File: config.mk
export PLATFORM = sky130hd
export DESIGN_NAME = cache_ctrl_wb
export DESIGN_NICKNAME = d
export VERILOG_FILES = /design/src/rtl/cache_pkg.sv /design/src/rtl/cache_burst_cnt.sv /design/src/rtl/cache_ctrl_wb.sv
export SDC_FILE = /design/constraint.sdc
export NUM_CORES = 1
export LEC_CHECK = 0
export ABC_AREA = 1
export CELL_PAD_IN_SITES_DETAIL_PLACEMENT = 0
export CELL_PAD_IN_SITES_GLOBAL_PLACEMENT = 1
export CORE_ASPECT_RATIO = 1.4
export CORE_MARGIN = 2
export CORE_UTILIZATION = 25
export CTS_CLUSTER_DIAMETER = 150
export CTS_CLUSTER_SIZE = 28
export DETAILED_ROUTE_END_ITERATION = 6
export PLACE_DENSITY = 0.75
export SYNTH_ARGS = -nofsm -noshare
export SYNTH_HDL_FRONTEND = slang
export SYNTH_SLANG_ARGS = --single-unit
export TNS_END_PERCENT = 10
File: constraint.sdc
create_clock -name clk_i -period 2.8 [get_ports clk_i]
set_input_delay 0.28 -clock clk_i [delete_from_list [all_inputs] [get_ports clk_i]]
set_output_delay 0.28 -clock clk_i [all_outputs]
set_load 0.02 [all_outputs]
File: src/rtl/cache_pkg.sv
// Shared definitions for the write-back cache controller: FSM state type,
// default geometry, derived widths and the perf counter helper.
// Optional feature macro: CACHE_PERF_CNT_EN (adds saturating perf counters).
package cache_pkg;

  // Default geometry; the controller exposes these as overridable parameters.
  localparam int unsigned LineWordsDef = 4;
  localparam int unsigned WordWDef     = 32;
  localparam int unsigned AddrWDef     = 32;
  localparam int unsigned IdxWDef      = 5;

  // Derived widths for the default geometry.
  localparam int unsigned OFF_W = $clog2(LineWordsDef);
  localparam int unsigned TAG_W = AddrWDef - IdxWDef - OFF_W - 2;

  // Width of each performance counter.
  localparam int unsigned PERF_W = 32;

  typedef enum logic [1:0] {
    StIdle   = 2'd0,
    StWb     = 2'd1,
    StRefill = 2'd2,
    StDone   = 2'd3
  } cache_state_e;

  // Increment that sticks at all-ones instead of wrapping.
  function automatic logic [PERF_W-1:0] sat_inc(input logic [PERF_W-1:0] v);
    return (v == {PERF_W{1'b1}}) ? v : v + 1'b1;
  endfunction

endpackage

File: src/rtl/cache_burst_cnt.sv
// Beat counter for line bursts. Wraps modulo LINE_WORDS; clr has priority.
module cache_burst_cnt
  import cache_pkg::*;
#(
  parameter int unsigned LINE_WORDS = LineWordsDef,
  localparam int unsigned OffW = $clog2(LINE_WORDS)
) (
  input  logic            clk_i,
  input  logic            rst_ni,
  input  logic            inc_i,
  input  logic            clr_i,
  output logic [OffW-1:0] cnt_o,
  output logic            last_o
);

  localparam logic [OffW-1:0] LastCnt = OffW'(LINE_WORDS - 1);

  logic [OffW-1:0] cnt_q, cnt_d;

  // Next count: clear beats increment, natural wrap at LINE_WORDS.
  always_comb begin
    cnt_d = cnt_q;
    if (clr_i) begin
      cnt_d = '0;
    end else if (inc_i) begin
      cnt_d = cnt_q + 1'b1;
    end
  end

  // Count register.
  always_ff @(posedge clk_i or negedge rst_ni) begin
    if (!rst_ni) begin
      cnt_q <= '0;
    end else begin
      cnt_q <= cnt_d;
    end
  end

  assign cnt_o  = cnt_q;
  assign last_o = (cnt_q == LastCnt);

endmodule

File: src/rtl/cache_ctrl_wb.sv
// Write-back, write-allocate cache controller with multi-word line bursts.
// Misses stall the core through an optional victim write-back and a refill.
// Optional feature macro: CACHE_PERF_CNT_EN (hit/miss/write-back counters).
module cache_ctrl_wb
  import cache_pkg::*;
#(
  parameter int unsigned LINE_WORDS = LineWordsDef,
  parameter int unsigned WORD_W     = WordWDef,
  parameter int unsigned ADDR_W     = AddrWDef,
  parameter int unsigned IDX_W      = IdxWDef,
  localparam int unsigned OffW = $clog2(LINE_WORDS),
  localparam int unsigned TagW = ADDR_W - IDX_W - OffW - 2,
  localparam int unsigned LaW  = ADDR_W - OffW - 2
) (
  input  logic              clk_i,
  input  logic              rst_ni,
  input  logic              rd_en_i,
  input  logic              wr_en_i,
  input  logic [ADDR_W-1:0] addr_i,
  input  logic              hit_i,
  input  logic              dirty_i,
  input  logic [TagW-1:0]   victim_tag_i,
  input  logic              mem_ack_i,
  output logic              stall_o,
  output logic              update_o,
  output logic              set_dirty_o,
  output logic              wb_rd_o,
  output logic              refill_we_o,
  output logic              tag_we_o,
  output logic [OffW-1:0]   beat_idx_o,
  output logic [LaW-1:0]    line_addr_o,
  output logic              mem_req_o,
  output logic              mem_we_o,
`ifdef CACHE_PERF_CNT_EN
  output logic [PERF_W-1:0] hit_cnt_o,
  output logic [PERF_W-1:0] miss_cnt_o,
  output logic [PERF_W-1:0] wb_cnt_o,
`endif
  output logic [ADDR_W-1:0] mem_addr_o
);

  // Beat addresses are word aligned with a 2-bit byte offset, so words are 32 bits.
  if (WORD_W != 32) begin : gen_bad_word_w
    $error("cache_ctrl_wb: WORD_W must be 32");
  end
  if ((LINE_WORDS < 2) || ((LINE_WORDS & (LINE_WORDS - 1)) != 0)) begin : gen_bad_line
    $error("cache_ctrl_wb: LINE_WORDS must be a power of two >= 2");
  end

  cache_state_e    state_q;
  logic [LaW-1:0]  line_addr_q;
  logic [TagW-1:0] victim_tag_q;
  logic            op_wr_q;
  logic            mem_req_q;
  logic            mem_we_q;
  logic            wb_rd_q;

  logic            access;
  logic            miss;
  logic            beat_ack;
  logic            beat_last;
  logic            cnt_clr;
  logic [OffW-1:0] beat_idx;

  // Byte offset and word offset never select anything here.
  logic unused_addr_lsb;
  assign unused_addr_lsb = ^addr_i[OffW+1:0];

  assign access   = rd_en_i | wr_en_i;
  assign miss     = (state_q == StIdle) && access && !hit_i;
  // Acks only matter while a beat request is outstanding.
  assign beat_ack = mem_req_q & mem_ack_i;
  assign cnt_clr  = (state_q == StIdle);

  cache_burst_cnt #(
    .LINE_WORDS (LINE_WORDS)
  ) u_burst_cnt (
    .clk_i  (clk_i),
    .rst_ni (rst_ni),
    .inc_i  (beat_ack),
    .clr_i  (cnt_clr),
    .cnt_o  (beat_idx),
    .last_o (beat_last)
  );

  // Controller FSM with registered memory-side strobes and miss context.
  always_ff @(posedge clk_i or negedge rst_ni) begin
    if (!rst_ni) begin
      state_q      <= StIdle;
      line_addr_q  <= '0;
      victim_tag_q <= '0;
      op_wr_q      <= 1'b0;
      mem_req_q    <= 1'b0;
      mem_we_q     <= 1'b0;
      wb_rd_q      <= 1'b0;
    end else begin
      unique case (state_q)
        StIdle: begin
          if (miss) begin
            line_addr_q <= addr_i[ADDR_W-1:OffW+2];
            op_wr_q     <= wr_en_i;
            mem_req_q   <= 1'b1;
            if (dirty_i) begin
              victim_tag_q <= victim_tag_i;
              mem_we_q     <= 1'b1;
              wb_rd_q      <= 1'b1;
              state_q      <= StWb;
            end else begin
              mem_we_q <= 1'b0;
              wb_rd_q  <= 1'b0;
              state_q  <= StRefill;
            end
          end
        end
        StWb: begin
          if (beat_ack && beat_last) begin
            mem_we_q <= 1'b0;
            wb_rd_q  <= 1'b0;
            state_q  <= StRefill;
          end
        end
        StRefill: begin
          if (beat_ack && beat_last) begin
            mem_req_q <= 1'b0;
            state_q   <= StDone;
          end
        end
        StDone: begin
          state_q <= StIdle;
        end
        default: state_q <= StIdle;
      endcase
    end
  end

  // Core-side strobes and beat address decode.
  always_comb begin
    stall_o     = 1'b0;
    update_o    = 1'b0;
    set_dirty_o = 1'b0;
    refill_we_o = 1'b0;
    tag_we_o    = 1'b0;
    mem_addr_o  = '0;
    unique case (state_q)
      StIdle: begin
        if (access && hit_i && wr_en_i) begin
          update_o    = 1'b1;
          set_dirty_o = 1'b1;
        end
        stall_o = miss;
      end
      StWb: begin
        stall_o    = 1'b1;
        mem_addr_o = {victim_tag_q, line_addr_q[IDX_W-1:0], beat_idx, 2'b00};
      end
      StRefill: begin
        stall_o     = 1'b1;
        mem_addr_o  = {line_addr_q, beat_idx, 2'b00};
        refill_we_o = beat_ack;
        tag_we_o    = beat_ack & beat_last;
      end
      StDone: begin
        stall_o     = 1'b1;
        update_o    = op_wr_q;
        set_dirty_o = op_wr_q;
      end
      default: ;
    endcase
  end

  assign beat_idx_o  = beat_idx;
  assign line_addr_o = line_addr_q;
  assign mem_req_o   = mem_req_q;
  assign mem_we_o    = mem_we_q;
  assign wb_rd_o     = wb_rd_q;

`ifdef CACHE_PERF_CNT_EN
  logic [PERF_W-1:0] hit_cnt_q, miss_cnt_q, wb_cnt_q;

  // Saturating event counters; every access seen in IDLE is either a hit or a miss.
  always_ff @(posedge clk_i or negedge rst_ni) begin
    if (!rst_ni) begin
      hit_cnt_q  <= '0;
      miss_cnt_q <= '0;
      wb_cnt_q   <= '0;
    end else if (state_q == StIdle && access) begin
      if (hit_i) begin
        hit_cnt_q <= sat_inc(hit_cnt_q);
      end else begin
        miss_cnt_q <= sat_inc(miss_cnt_q);
        if (dirty_i) begin
          wb_cnt_q <= sat_inc(wb_cnt_q);
        end
      end
    end
  end

  assign hit_cnt_o  = hit_cnt_q;
  assign miss_cnt_o = miss_cnt_q;
  assign wb_cnt_o   = wb_cnt_q;
`endif

endmodule

==> images/flops_by_reg.png <==
Scale: 2 px per um. Other sequential cells in the stronger grey, the rest of the logic in the fainter grey.
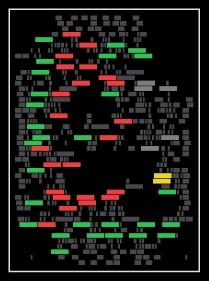
colour	name in the netlist	flops
red	`victim_tag_q`	23
green	`line_addr_o`	28
yellow	`u_burst_cnt.cnt_o`	2
not coloured	5

==> impl_metrics.yaml <==
# physical design summary
pwr:
  pg_comb_mw: 2.72
  switching_share_pct: 42.0
  peakVddDrop_mv: 0.459
  power_switching_mw: 2.18
  clock_power_mw: 0.987
  combPwrFrac_pct: 52.4
  maxPowerGroup: "combinational cells"
  total_power_mw: 5.20
  p_seq_share_pct: 28.6
  pwr-share-clk_pct: 19.0
  leakage_nw: 2.10
  internal_power_mw: 3.01
  seq_power_mw: 1.48
  power_density_nw_per_um2: 1150
synth:
  async_reset_ff_share_pct: 100
  yosysChipArea_um2: 2850
  simple_gate_area_share_pct: 32.7
  adder_share_pct: 2.19
  yosys-dominant-comb-family: "simple AND/OR/NAND/NOR gates"
  synth_cells: 376
  ys.warnings.count: 0
  ys_sh_mux_pct: 0
  top_cells_by_area: "dfrtp_1, nand2_1, nand3_1"
  synthMostInstantiatedCell: "nand2_1"
  common_cells: "nand2_1, dfrtp_1, nand3_1"
  synth_area_leader_cell: "dfrtp_1"
  ys.flop_type: "dfrtp_1"
  synth_seq_share_pct: 50.9
  edf_count: 0
  postSynthAreaPerCell_um2: 7.59
  ys_ff: 58
  ys_types: 20
  yosys.area_share.aoi_pct: 6.05
  ys_cells: 376
  netlist_area_um2: 2850
  top_area_share_pct: 50.9
  synth_xor_xnor_area_share_pct: 0
grt:
  grt.busiest_layer: "met2"
  grtUsageMet2_pct: 25.7
  grt_use_met1_pct: 19.0
  antenna_found_initial: 0
  grt_pass1_wl_um: 14300
  grt_overflow_total: 0
  grtUsageTotal_pct: 15.3
  grt_max_degree: 37
  groute.layer.met3.usage_pct: 4.07
  grt_pass1_vias: 2862
final_timing:
  fin_worst_skew_ns: 0.00588
  finalHoldViolCount: 0
  holdWs_ns: 0.468
  worst_pin_slew_ns: 0.570
  min_period_ns: 2.63
  period_used_pct: 94.0
  rsz0062_at_grt: "no"
  setup_tns_ns: 0
  setup_viol: 0
  drv_slew: 0
  slew_headroom_pct: 61.9
  timing.fmax_mhz: 380
  timing.final.ws_setup_ns: 0.168
layout:
  final_cell_mix: "nand2_1, clkdlybuf4s50_1, dfrtp_1"
  n_antenna_cell: 0
  layout-drive-gt1-share_pct: 7.07
  area_delta_synth_final_pct: 58.6
  fin_nets: 571
  final_common_cell: "nand2_1"
  fin_area_um2: 4530
  final_cells: 653
  post-route-util_pct: 40.3
floorplanning:
  rows: 46
  fp_util_pct: 25.4
  die_h_um: 130
  die-area_um2: 12300
  die_x_um: 94.3
  core_um2: 11200
  io_pins: 132
route:
  drc_errors: 0
  drtPass1Iterations: 4
  vias: 2850
  wl_um: 8970
  vias_per_cell: 4.36
  top_layer_used: "met4"
  wl_met2_um: 4460
  drt_iter0_markers: 110
  dr_wl_met3_um: 562
  wl_per_cell_um: 13.7
  wl_met1_um: 3820
  ant_nets: 0
setup_path:
  ff2ff_setup_slack_ns: 0.81
  critical_path.top_delay_family: "buffers and inverters"
  crit_arrival_ns: 2.35
  worstPathRequired_ns: 2.52
  reg2reg_to: "victim_tag_q[5]"
  cpPeakStageDelay_ns: 0.64
  cp_slowest_cell: "clkdlybuf4s50_1"
  worst-path-buf-inv: 4
  worstSetupPathDepth: 6
  crit_path_start_kind: "flip-flop"
  crit_fanout: 7
  path_cells: "inv_1 -> ha_2 -> clkinvlp_4 -> buf_4 -> a21oi_1 -> clkdlybuf4s50_1"
  end_kind: "output port"
  crit_start: "state_q[0]"
  critPathKind: "reg2out"
  cp-endpoint: "mem_addr_o[21]"
  r2r_start: "state_q[0]"
  rr_worst_depth: 10
cts:
  clk_pin_slew_ns: 0.05
  cts_max_level: 3
  clock_sinks: 58
  clock.latency.late_pin_ns: 0.33
  cts_root_buffer: "clkbuf_16"
  tritoncts: "yes"
  cts.path.max_buffers: 2
  cts_buffers: 9
min_path:
  hold_depth: 2
  hold_start: "victim_tag_q[7]"
  holdPathEnd: "victim_tag_q[7]"
  hp-class: "reg2reg"
place:
  portBuffers: 125
  pre_cts_slack_ns: 0.299
  placed_cells: 631
  placed_cell_area_um2: 4210
  dp_hpwl_um: 6160
  gp_congestion: 0.786
run_status:
  run_status: "complete, no violations"
job:
  warnings: 33
  drv_cap: 0
==> images/wires.png <==
Scale: 3 px per um.
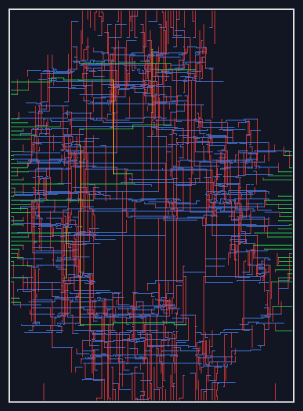
colour	layer	wire length
red	metal 2	4,460 um
green	metal 3	563 um
blue	metal 1	3,820 um
orange	metal 4	129 um

[repair_timing]
item,in CTS,in global routing
endpoints found under the hold margin,22,0
hold buffers,1,0
resized,3,0
setup buffers,2,2
endpoints found under the setup margin,14,9
gates cloned,1,0
[registers in the layout, indices dropped and copies added, names as in the netlist]
| signal | count |
|---|---|
| mem_we_o | 1 |
| u_burst_cnt.cnt_o | 2 |
| mem_req_o | 1 |
| line_addr_o | 28 |
| victim_tag_q | 23 |
| state_q | 2 |
| op_wr_q | 1 |
[final cells by class]
type | count | area [um^2]
well taps | 144 | 180
clock buffers | 13 | 250
fillers | 1161 | 6700
inverters | 20 | 81.3
repair buffers | 140 | 1360
multi-input cells | 274 | 1180
clock inverters | 3 | 15.0
flip-flops and latches | 58 | 1450
repair inverters | 1 | 7.51
No activity file was given, so power comes from the tool's default toggle rates.
